`src/rtl/cpu_reg_dump_tx.sv`:
```
// cpu_reg_dump_tx: snapshots the CPU register bus and sends it as a UART 8N1 frame.
// Optional checksum byte: define DUMP_CHECKSUM_EN.
module cpu_reg_dump_tx #(
    parameter int unsigned CLKS_PER_BIT = 434,
    parameter logic [7:0]  SYNC_BYTE    = 8'hA5
) (
    input  logic        clk,
    input  logic        rst,
    input  logic        trig,
    input  logic [15:0] r_PC,
    input  logic [7:0]  r_AC,
    input  logic [7:0]  r_SP,
    input  logic [7:0]  r_XR,
    input  logic [7:0]  r_YR,
    input  logic [7:0]  r_SR,
    output logic        tx,
    output logic        busy,
    output logic        done,
    output logic        dropped
);

    typedef enum logic [1:0] {
        S_IDLE,
        S_START,
        S_DATA,
        S_STOP
    } state_t;

`ifdef DUMP_CHECKSUM_EN
    localparam logic [3:0] LAST = 4'd8;
`else
    localparam logic [3:0] LAST = 4'd7;
`endif
    localparam logic [15:0] BAUD_MAX = 16'(CLKS_PER_BIT - 1);

    state_t      state_q, state_d;
    logic [15:0] baud_q, baud_d;
    logic [2:0]  bit_q, bit_d;
    logic [3:0]  byte_q, byte_d;
    logic [55:0] shadow_q, shadow_d;
    logic [55:0] pshadow_q, pshadow_d;
    logic        pend_q, pend_d;
    logic        tx_q, tx_d;
    logic        busy_q, busy_d;
    logic        done_q, done_d;
    logic        dropped_q, dropped_d;

    logic [55:0] snap;
    logic [7:0]  cur_byte;
    logic [2:0]  bit_nx;
    logic        baud_end;
    logic        frame_end;

    assign snap      = {r_PC, r_AC, r_SP, r_XR, r_YR, r_SR};
    assign bit_nx    = bit_q + 3'd1;
    assign baud_end  = (baud_q == BAUD_MAX);
    assign frame_end = (state_q == S_STOP) && baud_end && (byte_q == LAST);

`ifdef DUMP_CHECKSUM_EN
    logic [7:0] chk;
    assign chk = shadow_q[55:48] ^ shadow_q[47:40] ^ shadow_q[39:32] ^
                 shadow_q[31:24] ^ shadow_q[23:16] ^ shadow_q[15:8] ^
                 shadow_q[7:0];
`endif

    // Select the frame byte currently being shifted out.
    always_comb begin
        cur_byte = SYNC_BYTE;
        case (byte_q)
            4'd1:    cur_byte = shadow_q[55:48];
            4'd2:    cur_byte = shadow_q[47:40];
            4'd3:    cur_byte = shadow_q[39:32];
            4'd4:    cur_byte = shadow_q[31:24];
            4'd5:    cur_byte = shadow_q[23:16];
            4'd6:    cur_byte = shadow_q[15:8];
            4'd7:    cur_byte = shadow_q[7:0];
`ifdef DUMP_CHECKSUM_EN
            4'd8:    cur_byte = chk;
`endif
            default: cur_byte = SYNC_BYTE;
        endcase
    end

    // Next-state, serialiser and trigger arbitration.
    always_comb begin
        state_d   = state_q;
        baud_d    = baud_q;
        bit_d     = bit_q;
        byte_d    = byte_q;
        shadow_d  = shadow_q;
        pshadow_d = pshadow_q;
        pend_d    = pend_q;
        tx_d      = tx_q;
        busy_d    = busy_q;
        done_d    = 1'b0;
        dropped_d = 1'b0;

        case (state_q)
            S_IDLE: begin
                if (trig) begin
                    shadow_d = snap;
                    state_d  = S_START;
                    tx_d     = 1'b0;
                    busy_d   = 1'b1;
                    baud_d   = 16'd0;
                    bit_d    = 3'd0;
                    byte_d   = 4'd0;
                end
            end
            S_START: begin
                if (baud_end) begin
                    baud_d  = 16'd0;
                    bit_d   = 3'd0;
                    state_d = S_DATA;
                    tx_d    = cur_byte[0];
                end else begin
                    baud_d = baud_q + 16'd1;
                end
            end
            S_DATA: begin
                if (baud_end) begin
                    baud_d = 16'd0;
                    if (bit_q == 3'd7) begin
                        state_d = S_STOP;
                        tx_d    = 1'b1;
                    end else begin
                        bit_d = bit_nx;
                        tx_d  = cur_byte[bit_nx];
                    end
                end else begin
                    baud_d = baud_q + 16'd1;
                end
            end
            S_STOP: begin
                if (baud_end) begin
                    baud_d = 16'd0;
                    if (byte_q != LAST) begin
                        byte_d  = byte_q + 4'd1;
                        state_d = S_START;
                        tx_d    = 1'b0;
                    end else begin
                        done_d = 1'b1;
                        byte_d = 4'd0;
                        if (pend_q) begin
                            shadow_d = pshadow_q;
                            pend_d   = 1'b0;
                            state_d  = S_START;
                            tx_d     = 1'b0;
                        end else if (trig) begin
                            shadow_d = snap;
                            state_d  = S_START;
                            tx_d     = 1'b0;
                        end else begin
                            state_d = S_IDLE;
                            tx_d    = 1'b1;
                            busy_d  = 1'b0;
                        end
                    end
                end else begin
                    baud_d = baud_q + 16'd1;
                end
            end
            default: state_d = S_IDLE;
        endcase

        // A trigger on the final stop edge with an empty queue was
        // already taken as the next frame above.
        if (trig && state_q != S_IDLE) begin
            if (frame_end) begin
                if (pend_q) begin
                    pend_d    = 1'b1;
                    pshadow_d = snap;
                end
            end else if (!pend_q) begin
                pend_d    = 1'b1;
                pshadow_d = snap;
            end else begin
                dropped_d = 1'b1;
            end
        end
    end

    // State register; reset aborts any frame and forces the line idle.
    always_ff @(posedge clk or posedge rst) begin
        if (rst) begin
            state_q   <= S_IDLE;
            baud_q    <= 16'd0;
            bit_q     <= 3'd0;
            byte_q    <= 4'd0;
            shadow_q  <= 56'd0;
            pshadow_q <= 56'd0;
            pend_q    <= 1'b0;
            tx_q      <= 1'b1;
            busy_q    <= 1'b0;
            done_q    <= 1'b0;
            dropped_q <= 1'b0;
        end else begin
            state_q   <= state_d;
            baud_q    <= baud_d;
            bit_q     <= bit_d;
            byte_q    <= byte_d;
            shadow_q  <= shadow_d;
            pshadow_q <= pshadow_d;
            pend_q    <= pend_d;
            tx_q      <= tx_d;
            busy_q    <= busy_d;
            done_q    <= done_d;
            dropped_q <= dropped_d;
        end
    end

    assign tx      = tx_q;
    assign busy    = busy_q;
    assign done    = done_q;
    assign dropped = dropped_q;

endmodule

```
`config.mk`:
```
export PLATFORM = sky130hd
export DESIGN_NAME = cpu_reg_dump_tx
export DESIGN_NICKNAME = d
export VERILOG_FILES = /design/src/rtl/cpu_reg_dump_tx.sv
export SDC_FILE = /design/constraint.sdc
export NUM_CORES = 1
export LEC_CHECK = 0
export CAP_MARGIN = 0
export CORE_AREA = 2 2 155 157
export CTS_BUF_LIST = sky130_fd_sc_hd__clkbuf_8
export DETAILED_ROUTE_END_ITERATION = 10
export DIE_AREA = 0 0 157 159
export PLACE_DENSITY_LB_ADDON = 0.08
export SLEW_MARGIN = 30
export SYNTH_ARGS = -nofsm -noshare
export SYNTH_HDL_FRONTEND = slang
export SYNTH_SLANG_ARGS = --single-unit
```
`constraint.sdc`:
```
create_clock -name clk -period 12.4 [get_ports clk]
set_input_delay 2.48 -clock clk [delete_from_list [all_inputs] [get_ports clk]]
set_output_delay 2.48 -clock clk [all_outputs]
set_load 0.005 [all_outputs]
```
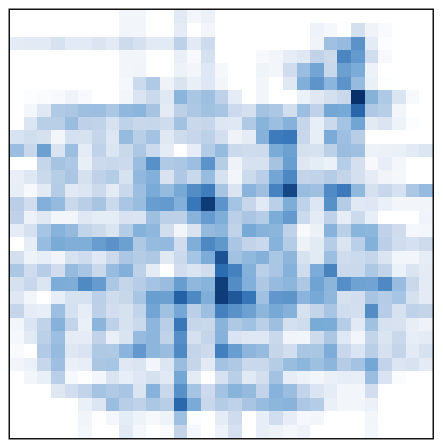
Fig. 1. Wire density map.
31 x 32 tiles, from white (low) to dark blue (high), scaled to the fullest tile. Values are wire area over tile area, all layers added.
tiles over half the peak	8.4%
densest ninth of the die	middle
nearly empty tiles	20%
fullest tile	0.46
emptiest ninth of the die	top left

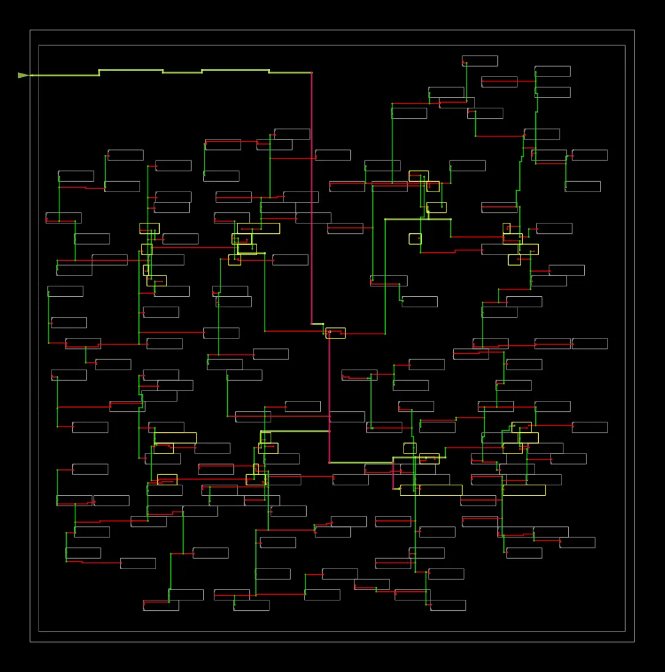
Fig. 2. Clock nets.
skew final: 0.0145 ns
clkbuf count: 18
Num CTS Buffers: 17

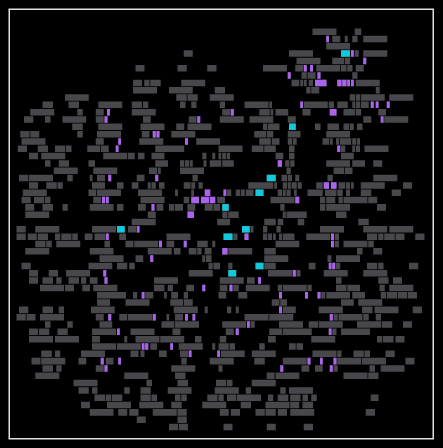
Fig. 3. Gate-type map.
family	colour	cells	most used
non-inverting ao/oa cells	cyan	10	a22o_1
nor cells	purple	87	nor2_1

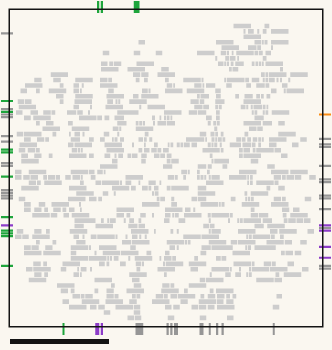
Fig. 4. Pin map.
Bar = 50 um. Pins as bars across the die edge, other pins in grey.
port	colour	pins	direction	edge
r_PC	green	16	input	10 left, 5 top, 1 bottom
tx	orange	1	output	right
r_SR	purple	8	input	4 right, 3 bottom, 1 left
all pins by edge	23 left, 18 bottom, 17 right, 5 top

==> job_summary.md <==
## Implementation flow summary

| Metric | Value |
|---|---|
| RePlAce Congestion | `between 0.7 and 0.8` |
| Worst-Margin Slew | `0.874 ns` |
| Final Instance Area | `between 8000 and 9000 sq um` |
| Max FO, Critical Path | `38` |
| Pre-Repair DR Iteration Count | `5` |
| Routed WL | `roughly 17000 um` |
| Slew headroom | `about two fifths` |
| Largest net degree at the start of global routing | `~92` |
| Initial Utilization | `around 30%` |
| Ys flop type | `dfrtp_1` |
| Share of cells above drive strength 1 | `21.6%` |
| R2R cell count | `6` |
| Num rows | `56` |
| Log Warnings | `34` |
| Overflow after GRT | `0` |
| Total Power | `roughly 1 mW` |
| Final setup margin | `8.02 ns` |
| Setup repair after global routing missed its margin | `no` |
| Inverters | `10` |
| Synth top area share | `between 50 and 60%` |
| Met2 WL | `around 7600 um` |
| Die footprint | `between 20000 and 25000 sq um` |
| WHS Endpoint | `bit_q[2]$_DFFE_PP0P_` |
| Hold Vio Cnt, Final | `0` |
| N_taps | `between 300 and 400` |
| CTS-repair resized insts | `0` |
| Met3 global-route usage | `under 10%` |
| FF+latch area | `3550 sq um` |
| # nets final | `roughly 740` |
| Initial antenna violation count | `0` |
| Grt peak-use layer | `met1` |
| Routed len/inst | `17.0 um` |
| Ys Warns | `0` |
| Final Non-Filler Cells | `between 1000 and 1500` |
| Yosys synthesis chip area | `~6900 sq um` |
| Status | `finished clean` |
| Hold Crit Start | `bit_q[2]$_DFFE_PP0P_` |
| Crit Reg-Reg Startpoint | `byte_q[2]$_DFFE_PP0P_` |
| Max Used Layer | `met4` |
| R2R Path End | `pshadow_q[10]$_DFFE_PP0P_` |
| Die X-Extent | `around 160 um` |
| Netlist Area Pre-Place | `6860 sq um` |
| Buffering overhead | `8.08%` |
| Number of global-route vias before repair | `5046` |
| DP Worst Slack | `around 7.6 ns` |
| Met1 Use GR | `21.3%` |
| Bufs w/o clock | `67` |
| Max_cap viols | `0` |
| Critical Path AT | `between 4 and 5 ns` |
| Post-synth seq share | `around half` |
| Clock root buffer | `clkbuf_8` |
| FFs w/ async S/R, synth | `100%` |
| Post-CTS Hold Buffers | `0` |
| Top-level I/O count | `63` |
| Cell area leaders | `dfrtp_1 (51%), mux2_2 (9.9%), a21oi_2 (5.2%)` |
| All-Layer GR Usage | `about 14%` |
| Worst path max stage delay | `around 0.56 ns` |
| Setup repair bufs after CTS | `0` |
| Worst-path clk slew | `approximately 0.080 ns` |
| Syn Nets | `about 710` |
| Post-synth top cells | `dfrtp_1 (141), nor2_1 (72), mux2_2 (60)` |
| Multi-input gates | `about 430` |
| Logic area | `between 3000 and 4000 sq um` |
| Met3 Routed Length | `just over 500 um` |
| Detail Route Antenna Nets | `0` |
| Min Tclk post-route | `~4.4 ns` |
| Post-synth EDFFs | `0` |
| Max-slew violations | `0` |
| Pleak | `roughly 3.3 nW` |
## kinds of logic after synthesis
family / after synthesis / synth area share [%]
muxes: 60 / 9.85
xor gates and xnor gates: 10 / 1.28
buffers and inverters: 57 / 4.05
adders and majority gates: 15 / 2.70
AOI/OAI and AO/OA: 190 / 19.2
and+or+nand+nor: 158 / 11.1
DFF: 142 / 51.8
## how the worst max path moves through the flow
stage,from,endpoint,slack (ns),cells past startpoint
after global placement,trig,pshadow_q[11]$_DFFE_PP0P_,7.62,5
after floorplan,rst,baud_q[0]$_DFFE_PP0P_,6.11,1
after detailed placement,trig,pshadow_q[11]$_DFFE_PP0P_,7.58,5
after global routing,trig,pshadow_q[7]$_DFFE_PP0P_,7.93,5
final,trig,pshadow_q[10]$_DFFE_PP0P_,8.02,5
after CTS,trig,pshadow_q[10]$_DFFE_PP0P_,8.07,5
## registers in the layout, summed over array words and instances (netlist names)
register   count
bit_q          3
state_q        2
done           1
dropped        1
baud_q        16
byte_q         4
busy           1
pend_q         1
tx             1
shadow_q      56
pshadow_q     56
## layout by cell type (no fill, tap or decap), drive strengths merged, types with 2 or more instances in the layout
cell,instances
a21oi,72
a221oi,2
a222oi,3
a22o,3
a22oi,13
a31oi,3
a41oi,2
and2,3
and4bb,2
buf,5
bufinv,4
clkbuf,18
clkdlybuf4s50,62
clkinv,4
clkinvlp,2
dfrtp,141
ha,14
inv,14
mux2,60
nand2,30
nand2b,3
nand3,13
nand4,10
nand4b,2
nor2,72
nor2b,4
nor3,5
nor3b,2
nor4,2
nor4b,2
o211ai,2
o21a,2
o21ai,17
o22ai,57
o31ai,3
or3,5
xnor2,3
xor2,7
## where the power goes
part / internal (mW) / switching [mW] / leakage, nW
registers: 0.493 / 0.0161 / 1.71
logic: 0.0428 / 0.0349 / 1.34
clock network: 0.225 / 0.193 / 0.222
Power and IR drop assume default switching activity.
